## src/rtl/multicycle_pkg.sv

```systemverilog
// Shared encodings for the multi-cycle MIPS control unit: state enum,
// opcode constants, mux/ALU select encodings, the bundled control word
// and the legal R-type func check used when MULTICYCLE_ILLEGAL_TRAP_EN is defined.
package multicycle_pkg;

  typedef enum logic [3:0] {
    ST_FETCH  = 4'd0,
    ST_DECODE = 4'd1,
    ST_MEMADR = 4'd2,
    ST_MEMRD  = 4'd3,
    ST_MEMWB  = 4'd4,
    ST_MEMWR  = 4'd5,
    ST_EXEC   = 4'd6,
    ST_ALUWB  = 4'd7,
    ST_BRANCH = 4'd8,
    ST_ADDIEX = 4'd9,
    ST_ADDIWB = 4'd10,
    ST_JUMP   = 4'd11
`ifdef MULTICYCLE_ILLEGAL_TRAP_EN
    , ST_TRAP = 4'd12
`endif
  } state_t;

  // Opcodes (instruction bits [31:26])
  localparam logic [5:0] OP_RTYPE = 6'b000000;
  localparam logic [5:0] OP_LW    = 6'b100011;
  localparam logic [5:0] OP_SW    = 6'b101011;
  localparam logic [5:0] OP_BEQ   = 6'b000100;
  localparam logic [5:0] OP_ADDI  = 6'b001000;
  localparam logic [5:0] OP_J     = 6'b000010;

  // ALUOp encodings
  localparam logic [1:0] ALUOP_ADD  = 2'b00;
  localparam logic [1:0] ALUOP_SUB  = 2'b01;
  localparam logic [1:0] ALUOP_FUNC = 2'b10;

  // ALUSrcB encodings
  localparam logic [1:0] SRCB_REG     = 2'b00;
  localparam logic [1:0] SRCB_FOUR    = 2'b01;
  localparam logic [1:0] SRCB_IMM     = 2'b10;
  localparam logic [1:0] SRCB_IMM_SH2 = 2'b11;

  // PCSource encodings
  localparam logic [1:0] PCSRC_ALU    = 2'b00;
  localparam logic [1:0] PCSRC_ALUOUT = 2'b01;
  localparam logic [1:0] PCSRC_JUMP   = 2'b10;

  // Legal R-type func codes
  localparam logic [5:0] FN_ADD = 6'b100000;
  localparam logic [5:0] FN_SUB = 6'b100010;
  localparam logic [5:0] FN_AND = 6'b100100;
  localparam logic [5:0] FN_OR  = 6'b100101;
  localparam logic [5:0] FN_SLT = 6'b101010;
  localparam logic [5:0] FN_SLL = 6'b000000;
  localparam logic [5:0] FN_SRL = 6'b000010;

  // One datapath control word; field order is the order of the top-level ports.
  typedef struct packed {
    logic       mem_req;
    logic       mem_read;
    logic       mem_write;
    logic       iord;
    logic       ir_write;
    logic       pc_write;
    logic       pc_write_cond;
    logic       reg_write;
    logic       reg_dst;
    logic       mem_to_reg;
    logic       alu_src_a;
    logic [1:0] alu_src_b;
    logic [1:0] alu_op;
    logic [1:0] pc_source;
  } ctrl_t;

  function automatic logic is_legal_func(input logic [5:0] fn);
    case (fn)
      FN_ADD, FN_SUB, FN_AND, FN_OR, FN_SLT, FN_SLL, FN_SRL: return 1'b1;
      default:                                               return 1'b0;
    endcase
  endfunction

endpackage

```

## src/rtl/control_outputs.sv

```systemverilog
// Purely combinational decode of the current state (plus memAck in FETCH)
// into the datapath control word. Anything not driven for a state stays 0.
module control_outputs
  import multicycle_pkg::*;
(
  input  state_t state,
  input  logic   mem_ack,
  output ctrl_t  ctrl
);

  // Per-state control decode.
  always_comb begin
    // NOTE: default the whole word first so every path assigns every bit (no latches).
    ctrl = '0;
    case (state)
      ST_FETCH: begin
        ctrl.mem_req   = 1'b1;
        ctrl.mem_read  = 1'b1;
        ctrl.iord      = 1'b0;
        ctrl.alu_src_b = SRCB_FOUR;
        ctrl.alu_op    = ALUOP_ADD;
        ctrl.pc_source = PCSRC_ALU;
        // IR capture and PC+4 happen only on the cycle the word arrives.
        ctrl.ir_write  = mem_ack;
        ctrl.pc_write  = mem_ack;
      end
      ST_DECODE: begin
        // Branch target PC + (imm << 2) into ALUOut, speculatively.
        ctrl.alu_src_b = SRCB_IMM_SH2;
        ctrl.alu_op    = ALUOP_ADD;
      end
      ST_MEMADR: begin
        ctrl.alu_src_a = 1'b1;
        ctrl.alu_src_b = SRCB_IMM;
      end
      ST_MEMRD: begin
        ctrl.mem_req  = 1'b1;
        ctrl.mem_read = 1'b1;
        ctrl.iord     = 1'b1;
      end
      ST_MEMWB: begin
        ctrl.reg_write  = 1'b1;
        ctrl.mem_to_reg = 1'b1;
        ctrl.reg_dst    = 1'b0;
      end
      ST_MEMWR: begin
        ctrl.mem_req   = 1'b1;
        ctrl.mem_write = 1'b1;
        ctrl.iord      = 1'b1;
      end
      ST_EXEC: begin
        ctrl.alu_src_a = 1'b1;
        ctrl.alu_src_b = SRCB_REG;
        ctrl.alu_op    = ALUOP_FUNC;
      end
      ST_ALUWB: begin
        ctrl.reg_write = 1'b1;
        ctrl.reg_dst   = 1'b1;
      end
      ST_BRANCH: begin
        // PC load is gated by zero in the datapath via PCWriteCond.
        ctrl.alu_src_a     = 1'b1;
        ctrl.alu_src_b     = SRCB_REG;
        ctrl.alu_op        = ALUOP_SUB;
        ctrl.pc_write_cond = 1'b1;
        ctrl.pc_source     = PCSRC_ALUOUT;
      end
      ST_ADDIEX: begin
        ctrl.alu_src_a = 1'b1;
        ctrl.alu_src_b = SRCB_IMM;
        ctrl.alu_op    = ALUOP_ADD;
      end
      ST_ADDIWB: begin
        ctrl.reg_write = 1'b1;
        ctrl.reg_dst   = 1'b0;
      end
      ST_JUMP: begin
        ctrl.pc_write  = 1'b1;
        ctrl.pc_source = PCSRC_JUMP;
      end
      // TRAP (when built) and any unused encoding keep every control at 0.
      default: ctrl = '0;
    endcase
  end

endmodule

```

## src/rtl/multicycle_control.sv

```systemverilog
// Multi-cycle MIPS control unit: state register and next-state logic.
// Control outputs come from control_outputs and are forced to 0 while
// reset is high. Optional illegal-instruction trap: MULTICYCLE_ILLEGAL_TRAP_EN.
module multicycle_control
  import multicycle_pkg::*;
(
  input  logic       clock,
  input  logic       reset,
  input  logic [5:0] opCode,
  input  logic [5:0] func,
  input  logic       zero,
  input  logic       memAck,
  output logic       memReq,
  output logic       MemRead,
  output logic       MemWrite,
  output logic       IorD,
  output logic       IRWrite,
  output logic       PCWrite,
  output logic       PCWriteCond,
  output logic       RegWrite,
  output logic       RegDst,
  output logic       MemtoReg,
  output logic       ALUSrcA,
  output logic [1:0] ALUSrcB,
  output logic [1:0] ALUOp,
  output logic [1:0] PCSource,
  output logic [3:0] state
`ifdef MULTICYCLE_ILLEGAL_TRAP_EN
  , output logic     illegalOp
`endif
);

  state_t state_q;
  state_t state_d;
  ctrl_t  ctrl_dec;
  ctrl_t  ctrl_out;

  // The zero flag qualifies the PC load inside the datapath (PCWriteCond & zero);
  // the sequence itself does not depend on it.
  logic unused_zero;
  assign unused_zero = zero;

`ifndef MULTICYCLE_ILLEGAL_TRAP_EN
  // Without the trap, func is never inspected.
  logic unused_func;
  assign unused_func = ^func;
`endif

  // State register with synchronous reset to FETCH.
  always_ff @(posedge clock) begin
    // NOTE: sequential state uses non-blocking assignment so all flops update together.
    if (reset) state_q <= ST_FETCH;
    else       state_q <= state_d;
  end

  // Next-state logic; memory states hold until memAck.
  always_comb begin
    state_d = state_q;
    case (state_q)
      ST_FETCH:  if (memAck) state_d = ST_DECODE;
      ST_DECODE: begin
        case (opCode)
          OP_LW, OP_SW: state_d = ST_MEMADR;
`ifdef MULTICYCLE_ILLEGAL_TRAP_EN
          OP_RTYPE:     state_d = is_legal_func(func) ? ST_EXEC : ST_TRAP;
`else
          OP_RTYPE:     state_d = ST_EXEC;
`endif
          OP_BEQ:       state_d = ST_BRANCH;
          OP_ADDI:      state_d = ST_ADDIEX;
          OP_J:         state_d = ST_JUMP;
`ifdef MULTICYCLE_ILLEGAL_TRAP_EN
          default:      state_d = ST_TRAP;
`else
          // Unknown opcode executes as a two-cycle NOP.
          default:      state_d = ST_FETCH;
`endif
        endcase
      end
      ST_MEMADR: state_d = (opCode == OP_LW) ? ST_MEMRD : ST_MEMWR;
      ST_MEMRD:  if (memAck) state_d = ST_MEMWB;
      ST_MEMWB:  state_d = ST_FETCH;
      ST_MEMWR:  if (memAck) state_d = ST_FETCH;
      ST_EXEC:   state_d = ST_ALUWB;
      ST_ALUWB:  state_d = ST_FETCH;
      ST_BRANCH: state_d = ST_FETCH;
      ST_ADDIEX: state_d = ST_ADDIWB;
      ST_ADDIWB: state_d = ST_FETCH;
      ST_JUMP:   state_d = ST_FETCH;
`ifdef MULTICYCLE_ILLEGAL_TRAP_EN
      ST_TRAP:   state_d = ST_TRAP;
`endif
      default:   state_d = ST_FETCH;
    endcase
  end

  control_outputs u_control_outputs (
    .state   (state_q),
    .mem_ack (memAck),
    .ctrl    (ctrl_dec)
  );

  // Output stage: reset forces every control (and the debug state) to 0 in the
  // same cycle, so an in-flight memory request is dropped immediately.
  always_comb begin
    ctrl_out = ctrl_dec;
    state    = state_q;
    if (reset) begin
      ctrl_out = '0;
      state    = 4'd0;
    end
  end

  assign memReq      = ctrl_out.mem_req;
  assign MemRead     = ctrl_out.mem_read;
  assign MemWrite    = ctrl_out.mem_write;
  assign IorD        = ctrl_out.iord;
  assign IRWrite     = ctrl_out.ir_write;
  assign PCWrite     = ctrl_out.pc_write;
  assign PCWriteCond = ctrl_out.pc_write_cond;
  assign RegWrite    = ctrl_out.reg_write;
  assign RegDst      = ctrl_out.reg_dst;
  assign MemtoReg    = ctrl_out.mem_to_reg;
  assign ALUSrcA     = ctrl_out.alu_src_a;
  assign ALUSrcB     = ctrl_out.alu_src_b;
  assign ALUOp       = ctrl_out.alu_op;
  assign PCSource    = ctrl_out.pc_source;

`ifdef MULTICYCLE_ILLEGAL_TRAP_EN
  // TRAP is left only through reset, so the flag is sticky by construction.
  assign illegalOp = (state_q == ST_TRAP) && !reset;
`endif

endmodule
```

## config.mk

```make
export PLATFORM = sky130hd
export DESIGN_NAME = multicycle_control
export DESIGN_NICKNAME = d
export VERILOG_FILES = /design/src/rtl/multicycle_pkg.sv /design/src/rtl/control_outputs.sv /design/src/rtl/multicycle_control.sv
export SDC_FILE = /design/constraint.sdc
export NUM_CORES = 1
export LEC_CHECK = 0
export CAP_MARGIN = 5
export CORE_UTILIZATION = 34
export DETAILED_ROUTE_END_ITERATION = 16
export HOLD_SLACK_MARGIN = 0.06
export PLACE_DENSITY = 0.78
export SLEW_MARGIN = 10
export SYNTH_ARGS = -nofsm -noshare
export SYNTH_HDL_FRONTEND = slang
export SYNTH_SLANG_ARGS = --single-unit
```

## constraint.sdc

```tcl
create_clock -name clock -period 2.1 [get_ports clock]
set_input_delay 0.525 -clock clock [delete_from_list [all_inputs] [get_ports clock]]
set_output_delay 0.525 -clock clock [all_outputs]
set_load 0.1 [all_outputs]
```

m3.png
Scale bar: 10 um.
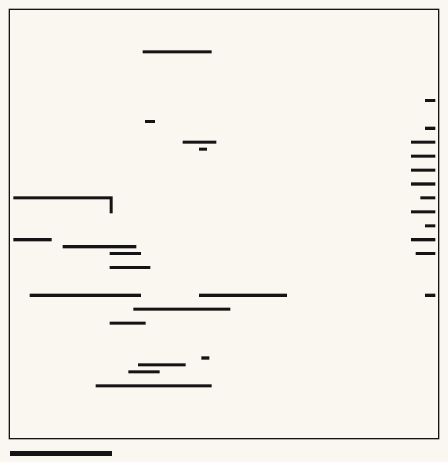
longest straight run: 11.0 um
wire length on this layer: 106 um
share of all routed wire: 4.3%
nets with wire on the layer: 26
main direction: horizontal
Detailed Route WL: 2460 um
vias: 861
met3 Resource Use GR: 0.0391

placed.png
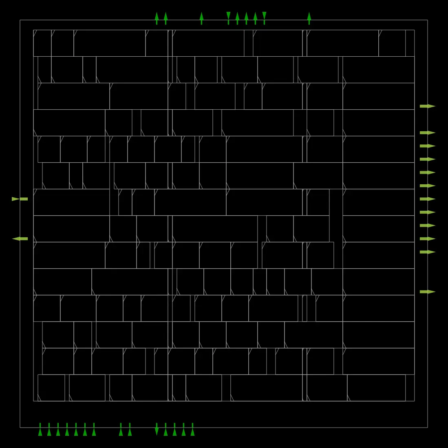
TAP cells: 16
core footprint: 1490 um^2
flop share of the area: 0.0623

pinout.png
Scale bar: 10 um. Pins as bars across the die edge, other pins in gray.
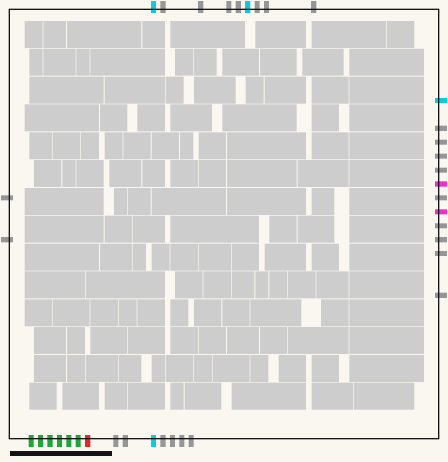
[red] zero | pins: 1 | direction: input | edge: bottom
[magenta] PCSource | pins: 2 | direction: output | edge: right
[green] func | pins: 6 | direction: input | edge: bottom
[cyan] state | pins: 4 | direction: output | edge: 2 top, 1 bottom, 1 right
all pins by edge: 14 bottom, 12 right, 9 top, 2 left
DIE WIDTH: 41.8 um
Die Ht: 41.8 um
PortBufs: 29

layers.png
Scale bar: 10 um.
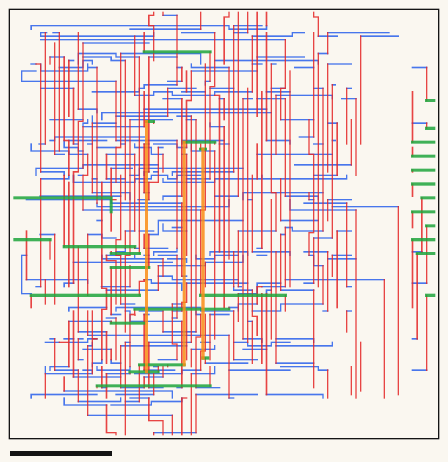
[red] M2 | wire length: 1330 um
[green] M3 | wire length: 106 um
[orange] M4 | wire length: 66.6 um
[blue] M1 | wire length: 964 um
All-Layer GR Usage: 0.281
WL/cell: 16.9 um

==> results.sh <==
# yosys + openroad results
export IMPL_status="finished, final reports clean"
export IMPL_yosys_warnings=0
export IMPL_dr_first_iter_drc_count=23
export IMPL_synth_adder_area_share=0
export IMPL_power_frac_clock=0.197
export IMPL_period_needed_ns=2.08
export IMPL_rr_worst_depth=5
export IMPL_grt_pass1_wl_um=3820
export IMPL_cpMaxStageDelayCell="clkdlybuf4s50_1"
export IMPL_rows=14
export IMPL_rrSetupSlack_ns=0.47
export IMPL_holdPathEnd="state_q[1]$_SDFFE_PP0P_"
export IMPL_p_seq_frac=0.181
export IMPL_whs_path_depth=1
export IMPL_reg_top3="state_q: 4 flops"
export IMPL_top_logic_kind="simple AND/OR/NAND/NOR gates"
export IMPL_drive_gt1_frac=0.608
export IMPL_syn_inst=83
export IMPL_crit_path_end_kind="flip-flop"
export IMPL_path_cells="clkdlybuf4s50_1 > or3_4 > or4_1 > nand3_1 > o31ai_1 > a22o_1"
export IMPL_warnings=35
export IMPL_hp_start="state_q[1]$_SDFFE_PP0P_"
export IMPL_xor_share=0.0487
export IMPL_synth_cell_types=28
export IMPL_clock_latency_ns=0.24
export IMPL_wl_met1_um=963
export IMPL_period_used=0.989
export IMPL_ctsHoldBuffers=0
export IMPL_slew_violations=0
export IMPL_place_inst=143
export IMPL_grt_util_met2=0.513
export IMPL_routed_top_layer="met4"
synthesized netlist by cell type (2+ instances only):
master / n / area, um^2
a21oi_1: 5 / 25.0
a22o_1: 2 / 17.5
and3_1: 4 / 25.0
and3b_1: 3 / 26.3
clkbuf_1: 7 / 26.3
dfxtp_1: 4 / 80.1
nand2_1: 7 / 26.3
nand2b_1: 6 / 37.5
nand3_1: 3 / 15.0
nand4b_1: 2 / 17.5
nor2_1: 5 / 18.8
nor2b_1: 4 / 25.0
nor3_1: 5 / 25.0
nor4_1: 5 / 31.3
o21ai_0: 5 / 25.0
o31ai_1: 2 / 15.0
xor2_1: 3 / 26.3
how the worst max path moves through the flow:
stage / startpoint / end / cells after the start
floorplan: state_q[0]$_SDFFE_PP0P_ / MemtoReg / 3
global placement: reset / PCWrite / 5
detailed placement: reset / ALUOp[0] / 5
finish: opCode[3] / state_q[2]$_SDFFE_PP0P_ / 6
global route: state_q[2]$_SDFFE_PP0P_ / memReq / 4
CTS: state_q[1]$_SDFFE_PP0P_ / RegWrite / 5
layout make-up:
cell class / instances / area (um^2)
Clock buffer: 3 / 22.5
Timing Repair Buffer: 52 / 672
Inverter: 1 / 7.51
Fill cell: 45 / 83.8
Tap cell: 16 / 20.0
Sequential cell: 4 / 87.6
Multi-Input combinational cell: 70 / 596
layout by cell type (no fill, tap or decap), types with 3 or more instances in the layout:
cell             Yosys  layout
buf_4                0      22
buf_12               0      21
clkdlybuf4s50_1      0       7
nand2_1              7       6
nand2b_1             6       5
o21ai_0              5       4
xor2_1               3       3
and3_4               0       3
and3b_2              0       3
nand3_1              3       3
nor2_1               5       3
a21oi_1              5       3
nor4_1               5       3
clkbuf_4             0       3
dfxtp_2              0       3
